Fig. 1: run 1, wire density map
Scale: 2 px per um. 22 x 22 tiles, from dark purple (low) to yellow (high), scaled to the fullest tile. Values are wire area over tile area, all layers added.
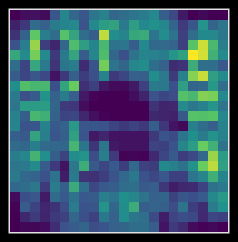
Fig. 2: run 1, gate families picked out
Scale: 3 px per um.
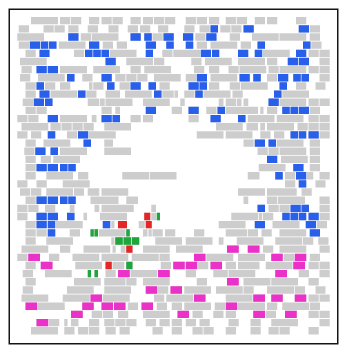
Fig. 3: run 1, a small window of the routed layout
Window x 40 to 70, y 40 to 70 um. Cells in gray, sequential cells in the stronger gray; small squares are vias.
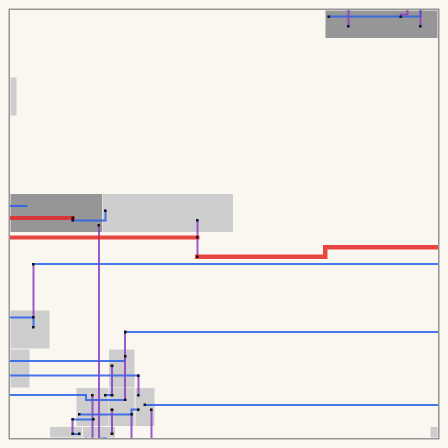
===== src/rtl/fpu_pkg.sv =====
// Shared FPU definitions: operation codes, arbiter state encoding and the
// latched command payload handed from a requester to the fpu.
package fpu_pkg;

  localparam int unsigned REG_W  = 5;
  localparam int unsigned OP_W   = 6;
  localparam int unsigned DATA_W = 32;

  typedef logic [OP_W-1:0] fpu_op_t;

  localparam fpu_op_t OP_FADD = 6'b000000;
  localparam fpu_op_t OP_FSUB = 6'b000001;
  localparam fpu_op_t OP_FMUL = 6'b000010;
  localparam fpu_op_t OP_FNEG = 6'b010000;
  localparam fpu_op_t OP_FCLT = 6'b100000;
  localparam fpu_op_t OP_FTOI = 6'b111000;
  localparam fpu_op_t OP_ITOF = 6'b111001;
  localparam fpu_op_t OP_MOV  = 6'b111101;
  localparam fpu_op_t OP_SET  = 6'b111110;
  localparam fpu_op_t OP_GET  = 6'b111111;

  typedef enum logic [2:0] {
    ST_IDLE  = 3'b001,
    ST_ISSUE = 3'b010,
    ST_RESP  = 3'b100
  } arb_state_e;

  typedef struct packed {
    logic [REG_W-1:0]  x1;
    logic [REG_W-1:0]  x2;
    logic [REG_W-1:0]  y;
    fpu_op_t           op;
    logic [DATA_W-1:0] data;
  } fpu_cmd_t;

endpackage


===== src/rtl/fpu_arbiter_if.sv =====
// Requester-side and fpu-side signals of the fpu arbiter. The arbiter uses the
// slave modport; requesters plus the fpu together form the master side.
interface fpu_arbiter_if #(parameter int unsigned NREQ = 2);

  logic [NREQ-1:0]       req_valid;
  logic [NREQ-1:0]       req_ready;
  logic [NREQ-1:0][4:0]  req_x1;
  logic [NREQ-1:0][4:0]  req_x2;
  logic [NREQ-1:0][4:0]  req_y;
  logic [NREQ-1:0][5:0]  req_op;
  logic [NREQ-1:0][31:0] req_data;

  logic [NREQ-1:0]       rsp_valid;
  logic                  rsp_data1;
  logic [31:0]           rsp_data32;
  logic                  rsp_err;

  logic [4:0]            fpu_x1;
  logic [4:0]            fpu_x2;
  logic [4:0]            fpu_y;
  logic [5:0]            fpu_operation;
  logic [31:0]           fpu_in_data;
  logic                  fpu_ready;
  logic                  fpu_valid;
  logic                  fpu_out_data1;
  logic [31:0]           fpu_out_data32;

  modport slave (
    input  req_valid, req_x1, req_x2, req_y, req_op, req_data,
    input  fpu_valid, fpu_out_data1, fpu_out_data32,
    output req_ready, rsp_valid, rsp_data1, rsp_data32, rsp_err,
    output fpu_x1, fpu_x2, fpu_y, fpu_operation, fpu_in_data, fpu_ready
  );

  modport master (
    output req_valid, req_x1, req_x2, req_y, req_op, req_data,
    output fpu_valid, fpu_out_data1, fpu_out_data32,
    input  req_ready, rsp_valid, rsp_data1, rsp_data32, rsp_err,
    input  fpu_x1, fpu_x2, fpu_y, fpu_operation, fpu_in_data, fpu_ready
  );

endinterface


===== src/rtl/fpu_arbiter_rr_pick.sv =====
// Combinational round-robin picker: first set request at or above ptr_i,
// wrapping past NREQ-1 back to 0.
module rr_pick #(
  parameter int unsigned NREQ  = 2,
  parameter int unsigned IDX_W = 1
) (
  input  logic [NREQ-1:0]  req_i,
  input  logic [IDX_W-1:0] ptr_i,
  output logic [IDX_W-1:0] gnt_idx_c_o,
  output logic             any_c_o
);

  logic [IDX_W-1:0] pos;

  always_comb begin
    gnt_idx_c_o = '0;
    any_c_o     = 1'b0;
    pos         = '0;
    for (int k = 0; k < int'(NREQ); k++) begin
      pos = IDX_W'((32'(ptr_i) + 32'(k)) % NREQ);
      if (!any_c_o && req_i[pos]) begin
        any_c_o     = 1'b1;
        gnt_idx_c_o = pos;
      end
    end
  end

endmodule


===== src/rtl/fpu_arbiter.sv =====
// Shares one fpu between NREQ requesters, one command in flight at a time.
// Define FPU_ARB_TIMEOUT_EN to abort commands the fpu never answers.
module fpu_arbiter
  import fpu_pkg::*;
#(
  parameter int unsigned NREQ    = 2,
  parameter int unsigned TIMEOUT = 64
) (
  input logic          clk,
  input logic          rst,
  fpu_arbiter_if.slave bus
);

  localparam int unsigned IDX_W = $clog2(NREQ);

  if (NREQ < 2 || NREQ > 4 || TIMEOUT < 2) begin : g_cfg_check
    $error("fpu_arbiter: NREQ must be 2..4 and TIMEOUT at least 2");
  end

  arb_state_e       state_q;
  logic [IDX_W-1:0] rr_ptr_q;
  logic [IDX_W-1:0] owner_q;
  fpu_cmd_t         cmd_q;
  logic [NREQ-1:0]  req_ready_q;
  logic [NREQ-1:0]  rsp_valid_q;
  logic             rsp_data1_q;
  logic [31:0]      rsp_data32_q;
  logic             fpu_ready_q;
  logic [IDX_W-1:0] gnt_idx;
  logic             gnt_any;

`ifdef FPU_ARB_TIMEOUT_EN
  localparam int unsigned CNT_W = $clog2(TIMEOUT);
  logic [CNT_W-1:0] cnt_q;
  logic             rsp_err_q;
  logic             limit_c;
  assign limit_c = (cnt_q == CNT_W'(TIMEOUT - 1));
`endif

  rr_pick #(.NREQ(NREQ), .IDX_W(IDX_W)) u_rr_pick (
    .req_i      (bus.req_valid),
    .ptr_i      (rr_ptr_q),
    .gnt_idx_c_o(gnt_idx),
    .any_c_o    (gnt_any)
  );

  // The accept cycle (req_ready high) is the first ISSUE cycle; fpu_ready
  // follows from the next cycle, so the fpu only ever sees a latched command.
  always_ff @(posedge clk or posedge rst) begin
    if (rst) begin
      state_q      <= ST_IDLE;
      rr_ptr_q     <= '0;
      owner_q      <= '0;
      cmd_q        <= '0;
      req_ready_q  <= '0;
      rsp_valid_q  <= '0;
      rsp_data1_q  <= 1'b0;
      rsp_data32_q <= '0;
      fpu_ready_q  <= 1'b0;
`ifdef FPU_ARB_TIMEOUT_EN
      cnt_q        <= '0;
      rsp_err_q    <= 1'b0;
`endif
    end else begin
      req_ready_q <= '0;
      rsp_valid_q <= '0;
      unique case (state_q)
        ST_IDLE: begin
          if (gnt_any) begin
            state_q     <= ST_ISSUE;
            req_ready_q <= NREQ'(1) << gnt_idx;
            owner_q     <= gnt_idx;
            cmd_q       <= '{x1:   bus.req_x1[gnt_idx],
                             x2:   bus.req_x2[gnt_idx],
                             y:    bus.req_y[gnt_idx],
                             op:   bus.req_op[gnt_idx],
                             data: bus.req_data[gnt_idx]};
`ifdef FPU_ARB_TIMEOUT_EN
            cnt_q       <= '0;
`endif
          end
        end
        ST_ISSUE: begin
          if (fpu_ready_q && bus.fpu_valid) begin
            state_q      <= ST_RESP;
            fpu_ready_q  <= 1'b0;
            rsp_valid_q  <= NREQ'(1) << owner_q;
            rsp_data1_q  <= bus.fpu_out_data1;
            rsp_data32_q <= bus.fpu_out_data32;
`ifdef FPU_ARB_TIMEOUT_EN
            rsp_err_q    <= 1'b0;
          end else if (fpu_ready_q && limit_c) begin
            state_q      <= ST_RESP;
            fpu_ready_q  <= 1'b0;
            rsp_valid_q  <= NREQ'(1) << owner_q;
            rsp_data1_q  <= 1'b0;
            rsp_data32_q <= '0;
            rsp_err_q    <= 1'b1;
`endif
          end else begin
            fpu_ready_q <= 1'b1;
`ifdef FPU_ARB_TIMEOUT_EN
            if (fpu_ready_q) cnt_q <= cnt_q + CNT_W'(1);
`endif
          end
        end
        ST_RESP: begin
          state_q  <= ST_IDLE;
          rr_ptr_q <= IDX_W'((32'(owner_q) + 32'd1) % NREQ);
        end
        default: state_q <= ST_IDLE;
      endcase
    end
  end

  assign bus.req_ready     = req_ready_q;
  assign bus.rsp_valid     = rsp_valid_q;
  assign bus.rsp_data1     = rsp_data1_q;
  assign bus.rsp_data32    = rsp_data32_q;
  assign bus.fpu_x1        = cmd_q.x1;
  assign bus.fpu_x2        = cmd_q.x2;
  assign bus.fpu_y         = cmd_q.y;
  assign bus.fpu_operation = cmd_q.op;
  assign bus.fpu_in_data   = cmd_q.data;
  assign bus.fpu_ready     = fpu_ready_q;
`ifdef FPU_ARB_TIMEOUT_EN
  assign bus.rsp_err       = rsp_err_q;
`else
  assign bus.rsp_err       = 1'b0;
`endif

endmodule


===== src/flat_wrapper.sv =====
// flat-port wrapper written by rule: the top's interface ports become plain ports
module fpu_arbiter_flat import fpu_pkg::*;
#(
  parameter int unsigned NREQ    = 2,
  parameter int unsigned TIMEOUT = 64
)
  (clk, rst, bus_req_valid, bus_req_x1, bus_req_x2, bus_req_y, bus_req_op, bus_req_data, bus_fpu_valid, bus_fpu_out_data1, bus_fpu_out_data32, bus_req_ready, bus_rsp_valid, bus_rsp_data1, bus_rsp_data32, bus_rsp_err, bus_fpu_x1, bus_fpu_x2, bus_fpu_y, bus_fpu_operation, bus_fpu_in_data, bus_fpu_ready);
  fpu_arbiter_if #(.NREQ(NREQ)) bus_i ();
  input logic clk;
  input logic rst;
  input wire logic [$bits(bus_i.req_valid)-1:0] bus_req_valid;
  input wire logic [$bits(bus_i.req_x1)-1:0] bus_req_x1;
  input wire logic [$bits(bus_i.req_x2)-1:0] bus_req_x2;
  input wire logic [$bits(bus_i.req_y)-1:0] bus_req_y;
  input wire logic [$bits(bus_i.req_op)-1:0] bus_req_op;
  input wire logic [$bits(bus_i.req_data)-1:0] bus_req_data;
  input wire logic [$bits(bus_i.fpu_valid)-1:0] bus_fpu_valid;
  input wire logic [$bits(bus_i.fpu_out_data1)-1:0] bus_fpu_out_data1;
  input wire logic [$bits(bus_i.fpu_out_data32)-1:0] bus_fpu_out_data32;
  output wire logic [$bits(bus_i.req_ready)-1:0] bus_req_ready;
  output wire logic [$bits(bus_i.rsp_valid)-1:0] bus_rsp_valid;
  output wire logic [$bits(bus_i.rsp_data1)-1:0] bus_rsp_data1;
  output wire logic [$bits(bus_i.rsp_data32)-1:0] bus_rsp_data32;
  output wire logic [$bits(bus_i.rsp_err)-1:0] bus_rsp_err;
  output wire logic [$bits(bus_i.fpu_x1)-1:0] bus_fpu_x1;
  output wire logic [$bits(bus_i.fpu_x2)-1:0] bus_fpu_x2;
  output wire logic [$bits(bus_i.fpu_y)-1:0] bus_fpu_y;
  output wire logic [$bits(bus_i.fpu_operation)-1:0] bus_fpu_operation;
  output wire logic [$bits(bus_i.fpu_in_data)-1:0] bus_fpu_in_data;
  output wire logic [$bits(bus_i.fpu_ready)-1:0] bus_fpu_ready;
  assign bus_i.req_valid = bus_req_valid;
  assign bus_i.req_x1 = bus_req_x1;
  assign bus_i.req_x2 = bus_req_x2;
  assign bus_i.req_y = bus_req_y;
  assign bus_i.req_op = bus_req_op;
  assign bus_i.req_data = bus_req_data;
  assign bus_i.fpu_valid = bus_fpu_valid;
  assign bus_i.fpu_out_data1 = bus_fpu_out_data1;
  assign bus_i.fpu_out_data32 = bus_fpu_out_data32;
  assign bus_req_ready = bus_i.req_ready;
  assign bus_rsp_valid = bus_i.rsp_valid;
  assign bus_rsp_data1 = bus_i.rsp_data1;
  assign bus_rsp_data32 = bus_i.rsp_data32;
  assign bus_rsp_err = bus_i.rsp_err;
  assign bus_fpu_x1 = bus_i.fpu_x1;
  assign bus_fpu_x2 = bus_i.fpu_x2;
  assign bus_fpu_y = bus_i.fpu_y;
  assign bus_fpu_operation = bus_i.fpu_operation;
  assign bus_fpu_in_data = bus_i.fpu_in_data;
  assign bus_fpu_ready = bus_i.fpu_ready;
  fpu_arbiter #(.NREQ(NREQ), .TIMEOUT(TIMEOUT)) u_core (.clk(clk), .rst(rst), .bus(bus_i));
endmodule

===== config.mk =====
export PLATFORM = sky130hd
export DESIGN_NAME = fpu_arbiter_flat
export DESIGN_NICKNAME = d
export VERILOG_FILES = /design/src/rtl/fpu_pkg.sv /design/src/rtl/fpu_arbiter_if.sv /design/src/rtl/fpu_arbiter_rr_pick.sv /design/src/rtl/fpu_arbiter.sv /design/src/flat_wrapper.sv
export SDC_FILE = /design/constraint.sdc
export NUM_CORES = 1
export LEC_CHECK = 0
export ABC_CLOCK_PERIOD_IN_PS = 3600
export CORE_AREA = 2 2 107 109
export DETAILED_ROUTE_END_ITERATION = 10
export DIE_AREA = 0 0 109 111
export GPL_TIMING_DRIVEN = 0
export PLACE_DENSITY = 0.78
export SLEW_MARGIN = 10
export SYNTH_ARGS = -nofsm -noshare
export SYNTH_HDL_FRONTEND = slang
export SYNTH_SLANG_ARGS = --single-unit

===== constraint.sdc =====
create_clock -name clk -period 3.6 [get_ports clk]
set_clock_uncertainty 0.2 [all_clocks]
set_input_delay 0.72 -clock clk [delete_from_list [all_inputs] [get_ports clk]]
set_output_delay 0.72 -clock clk [all_outputs]
set_load 0.02 [all_outputs]

==> run notes, run 1 <==
fresh numbers from the pnr run: Clock power frac=17.1%, P_leak=2.91 nW, DP HPWL=9.09 mm, number of clock buffers in the layout=11, Vias/cell=5.13, drt pass-1 iters=4, Worst Hold Depth=1, final core occ=between 60% and 70%, fill cell count=886, design area=6940 um^2, R2R depth=5, FP Rows=39, dominant register cell=dfrtp_1, RePlAce Congestion=0.816, Simple Share, Synth=~2.6%, XOR-XNOR Cells, Area Fraction=0%, input/output buffers=234, P&R area growth vs syn=71.0%, Antenna Cells=0, GR peak layer=met2, Min Hold Slack=a little under 0.3 ns, die footprint=12100 um^2, GR Util met2=34.9%, worst path cell trace=clkdlybuf4s50_1 -> nor2_1 -> clkbuf_1 -> o21a_1 -> a221o_1, Synth Seq Share=59.2%, Comb area=~1400 um^2, largest net degree at the start of global routing=53, sequential power=1.88 mW, Yosys Chip Area=4060 um^2, Post-CTS Hold Fix Bufs=0, Worst Setup End Kind=flip-flop, ys cells=288, CP Max Fanout=10, Crit Path Class=input pin to flip-flop, clk slew on worst S/H paths=0.06 ns, Late-Pin Clk Latency=0.33 ns, tool warnings=26, cell taking the most area after synthesis=dfrtp_1, Crit path buffers/inverters=2, Non-clock buffer share=37.4%, Die W=roughly 110 um, Relative slew margins=45.7%, hold wc startpoint=u_core.owner_q, fin. max-slew vios=0, placed insts=666, met3 wire len=999 um, clock sinks=96, ys flops=approximately 96, combinational fraction of design power=52.1%, Inserted Clock Buffers=9, main area contributors=dfrtp_1, a221o_1, o21a_1, Setup WS post-layout=1.08 ns, setup violators final=0, TNS Setup=0 ns, area share of the largest cell type after synthesis=58.6%, clock-cell share of area=4.78%, nonclk buf count=263, CP Depth=5, AO/OA Area Share=23.3%, achievable frequency=397 MHz, uppermost layer routed=met4, mapped cell area=4060 um^2, Die H=111 um, critical path startpoint category=input pin, FF/Latch Area=around 2400 um^2, Core ar.=11100 um^2, crit path to=u_core.bus.fpu_in_data[8], NetSw=2.14 mW, number of global-route vias before repair=3813, RSZ-0062 raised after global routing=false, share of cells above drive strength 1=around 14%, fraction of area in registers=roughly a third, DRC=0, Met2 Wirelength=~6.0 mm, Post-CTS Setup Repair Bufs=0, ys async rst share=100%, top cells by count=dfrtp_1, a221o_1, o21a_1, mux2_2, buf_2, sequential share of power=30.9%, PD cells=879 nW/um^2, crit path DRT=between 3 and 4 ns, fa+ha+maj area frac=0%, Slew @ Worst Pin=0.812 ns, pre-CTS setup slack=0.709 ns, CTS resizes=0, cycle use final=a little over two thirds, Worst Setup SP=bus_req_valid[0], Hold Violations, Final=0, sw frac=a little over a third, H-tree Lvls=3, Pre-Place Util=between 30% and 40%, clock buffer depth=2, Root Buffer=clkbuf_16, 1st-iter DRT viols=approximately 210, Final min period=2.52 ns, RR Startpoint=u_core.state_q[2], Mux area share=9.15%, # Taps=143, Internal=about 4.0 mW, top power group=combinational logic, syn nets=432, Yosys Warn Count=0, Max-cap violations=0, Biggest Area Class=buffers, Synth cell types=23, worst hold path class=flip-flop to flip-flop, Hold Path End=u_core.bus.rsp_valid[0], FFs & Latches=96, flop-to-flop setup slack=1.58 ns, largest stage delay on the critical path=0.65 ns, Post-Syn Instances=288, CP max stage cell=nor2_1, number of non-clock inverters=1, Top logic family=AND-OR/OR-AND gates, clk pwr=1.04 mW, EDFF count, synth=0, Post-Synthesis Mean Instance Area=14.1 um^2, grt total ovfl=0, Met1 Wirelength=4.80 mm, Arrival @ worst endpoint=between 2 and 3 ns, CTS tree=built, met1 usage=23.4%, initial antenna violation count=0, largest delay contributor family on the critical path=buffers and inverters, cell area after placement=about 6600 um^2, Comb group=3.18 mW, # IOs=between 200 and 250, total power=6.10 mW, Final #Nets=678, status=finished, final reports clean, reg-to-reg endpoint=u_core.bus.rsp_data32[6], first-pass GRT wire length=around 19 mm, Max rail drop VDD=0.000444 V, M3 GR Usage=4.88%, MI comb cells=163, Routed Antenna Nets=0, Top cells excl fill/tap=clkdlybuf4s50_1, dfrtp_1, o21a_1, a221o_1, mux2_2, most frequent cell after synthesis=dfrtp_1
## Picture notes: Fig. 1
- fullest tile: 0.51
- nearly empty tiles: 6.0%
- tiles over half the peak: 16%
- emptiest ninth of the die: center
routed wire length: 12.1 mm
Overall Global Routing Usage: 20.1%
routed vias: 3500
routed len/inst: 17.8 um

## Picture notes: Fig. 2
- green: NOR gates (cells 10; most used nor2_1)
- red: AND and OR gates (cells 5; most used and3_1)
- blue: AND-OR and OR-AND gates (cells 107)
- magenta: multiplexers (cells 33; most used mux2_2; where a band across the bottom)
fin cells: 682
most common cell after layout, fill and taps aside: clkdlybuf4s50_1
Comb area share: 20.6%

## Picture notes: Fig. 3
- blue: met1
- red: met3
- purple: met2
- most frequent: buf_2 (2), dfrtp_1 (2)
- sequential cells in the window: 2
- cells with their middle in the window: 8
- netlist names of flops here include: u_core.bus.fpu_in_data (1), u_core.rr_ptr_q (1)

--- run 2 (diff from run 1) ---
--- a/config.mk
+++ b/config.mk
@@ -5,12 +5,12 @@
 export SDC_FILE = /design/constraint.sdc
 export NUM_CORES = 1
 export LEC_CHECK = 0
-export ABC_CLOCK_PERIOD_IN_PS = 3600
-export CORE_AREA = 2 2 107 109
+export ABC_CLOCK_PERIOD_IN_PS = 2100
+export CORE_AREA = 2 2 113 115
 export DETAILED_ROUTE_END_ITERATION = 10
-export DIE_AREA = 0 0 109 111
+export DIE_AREA = 0 0 115 117
 export GPL_TIMING_DRIVEN = 0
-export PLACE_DENSITY = 0.78
+export PLACE_DENSITY = 0.74
 export SLEW_MARGIN = 10
 export SYNTH_ARGS = -nofsm -noshare
 export SYNTH_HDL_FRONTEND = slang
==> constraint.sdc (replaced) <==
create_clock -name clk -period 2.1 [get_ports clk]
set_clock_uncertainty 0.2 [all_clocks]
set_input_delay 0.42 -clock clk [delete_from_list [all_inputs] [get_ports clk]]
set_output_delay 0.42 -clock clk [all_outputs]
set_load 0.02 [all_outputs]
Fig. 4: run 2, wire density map
Scale: 2 px per um. 23 x 23 tiles, from dark purple (low) to yellow (high), scaled to the fullest tile. Values are wire area over tile area, all layers added.
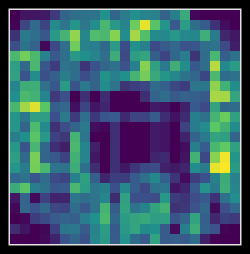
- fullest tile: 0.42
- densest ninth of the die: north
- emptiest ninth of the die: center

Fig. 5: run 2, cell outlines without signal wires
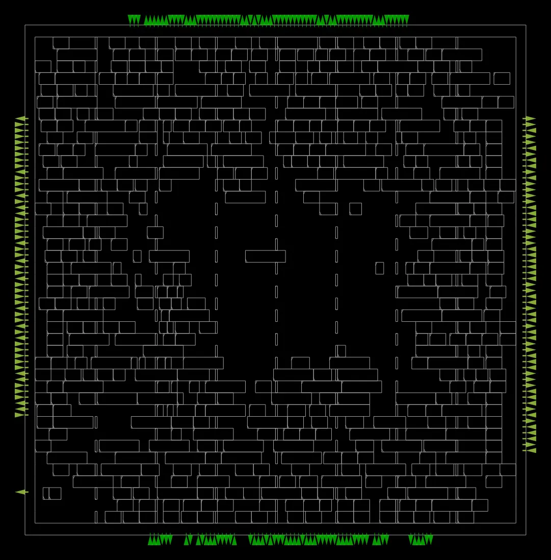
fraction of area in registers: 34.6%
fill cell count: 1087
final core occ: 56.4%
# Taps: 150

==> run notes, run 2 <==
fresh numbers from the pnr run: PD cells=1470 nW/um^2 (+68%), Slew @ Worst Pin=0.582 ns (-0.230 ns), Biggest Area Class=buffers, RSZ-0062 raised after global routing=false, top power group=combinational logic, P_leak=2.89 nW (-0.63%), ys flops=96 (unchanged), Mux area share=9.15% (unchanged), M3 GR Usage=4.53% (-0.35 points), R2R depth=5 (unchanged), Crit path buffers/inverters=2 (unchanged), nonclk buf count=264 (+0.38%), Late-Pin Clk Latency=0.33 ns (about the same), placed insts=674 (+1.2%), Post-CTS Hold Fix Bufs=0 (unchanged), Max rail drop VDD=0.000582 V (+31%), fin. max-slew vios=0 (unchanged), Top cells excl fill/tap=clkdlybuf4s50_1, dfrtp_1, o21a_1, a221o_1, mux2_2, worst hold path class=flip-flop to flip-flop, met3 wire len=870 um (-13%), critical path startpoint category=flip-flop, Die H=117 um (+5.4%), largest delay contributor family on the critical path=flip-flops, AO/OA Area Share=23.3% (unchanged), Comb area share=20.7% (+0.12 points), Setup WS post-layout=0.0920 ns (-0.990 ns), Arrival @ worst endpoint=2.01 ns (-0.57 ns), Final #Nets=679 (+0.15%), Worst Setup SP=u_core.state_q[0], Hold Violations, Final=0 (unchanged), worst path cell trace=or3b_1 -> buf_6 -> buf_6 -> o21a_1 -> a221o_1, clock sinks=96 (unchanged), grt total ovfl=0 (unchanged), fa+ha+maj area frac=0% (unchanged), cycle use final=95.6%, Crit Path Class=flip-flop to flip-flop, routed wire length=12.0 mm (-1.1%), FFs & Latches=96 (unchanged), number of non-clock inverters=1 (unchanged), setup violators final=0 (unchanged), NetSw=3.65 mW (+71%), ys cells=288 (unchanged), uppermost layer routed=met4, CP max stage cell=dfstp_2, crit path DRT=2.10 ns (-1.56 ns), area share of the largest cell type after synthesis=58.6% (unchanged), RePlAce Congestion=0.700 (-14%), flop-to-flop setup slack=0.09 ns (-1.49 ns), Top logic family=AND-OR/OR-AND gates, ys async rst share=100% (unchanged), CP Depth=5 (unchanged), GR peak layer=met2, Inserted Clock Buffers=9 (unchanged), 1st-iter DRT viols=171 (-19%), status=finished, final reports clean, pre-CTS setup slack=-0.424 ns (-1.13 ns), dominant register cell=dfrtp_1, die footprint=13500 um^2 (+11%), cell taking the most area after synthesis=dfrtp_1, hold wc startpoint=u_core.owner_q, combinational fraction of design power=53.4% (+1.3 points), Non-clock buffer share=37.8% (+0.40 points), fin cells=690 (+1.2%), EDFF count, synth=0 (unchanged), Final min period=2.01 ns, share of cells above drive strength 1=14.6% (+0.71 points), DP HPWL=9.13 mm (+0.44%), Post-CTS Setup Repair Bufs=0 (unchanged), Met2 Wirelength=6.14 mm (+2.2%), sequential share of power=31.5% (+0.6 points), most frequent cell after synthesis=dfrtp_1, H-tree Lvls=3 (unchanged), number of global-route vias before repair=3630 (-4.8%), initial antenna violation count=0 (unchanged), Met1 Wirelength=4.81 mm (+0.15%), Comb group=5.45 mW (+71%), met1 usage=21.1% (-2.3 points), DRC=0 (unchanged), Hold Path End=u_core.bus.rsp_valid[0], Max-cap violations=0 (unchanged), Post-Synthesis Mean Instance Area=14.1 um^2 (unchanged)
Fig. 6: run 2, wiring by layer
Scale: 3 px per um. Two of the layers only.
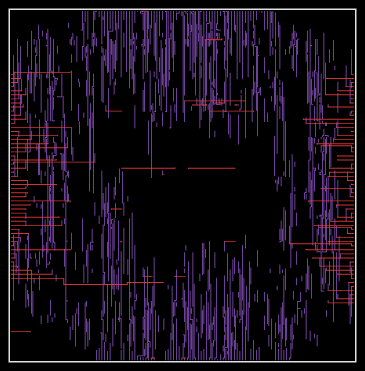
- red: met3 (wire length 870 um)
- purple: met2 (wire length 6140 um)
routed vias: 3437
Overall Global Routing Usage: 17.3%
routed len/inst: 17.4 um

Power figures rest on the tool's default switching activity, not on a simulated workload.
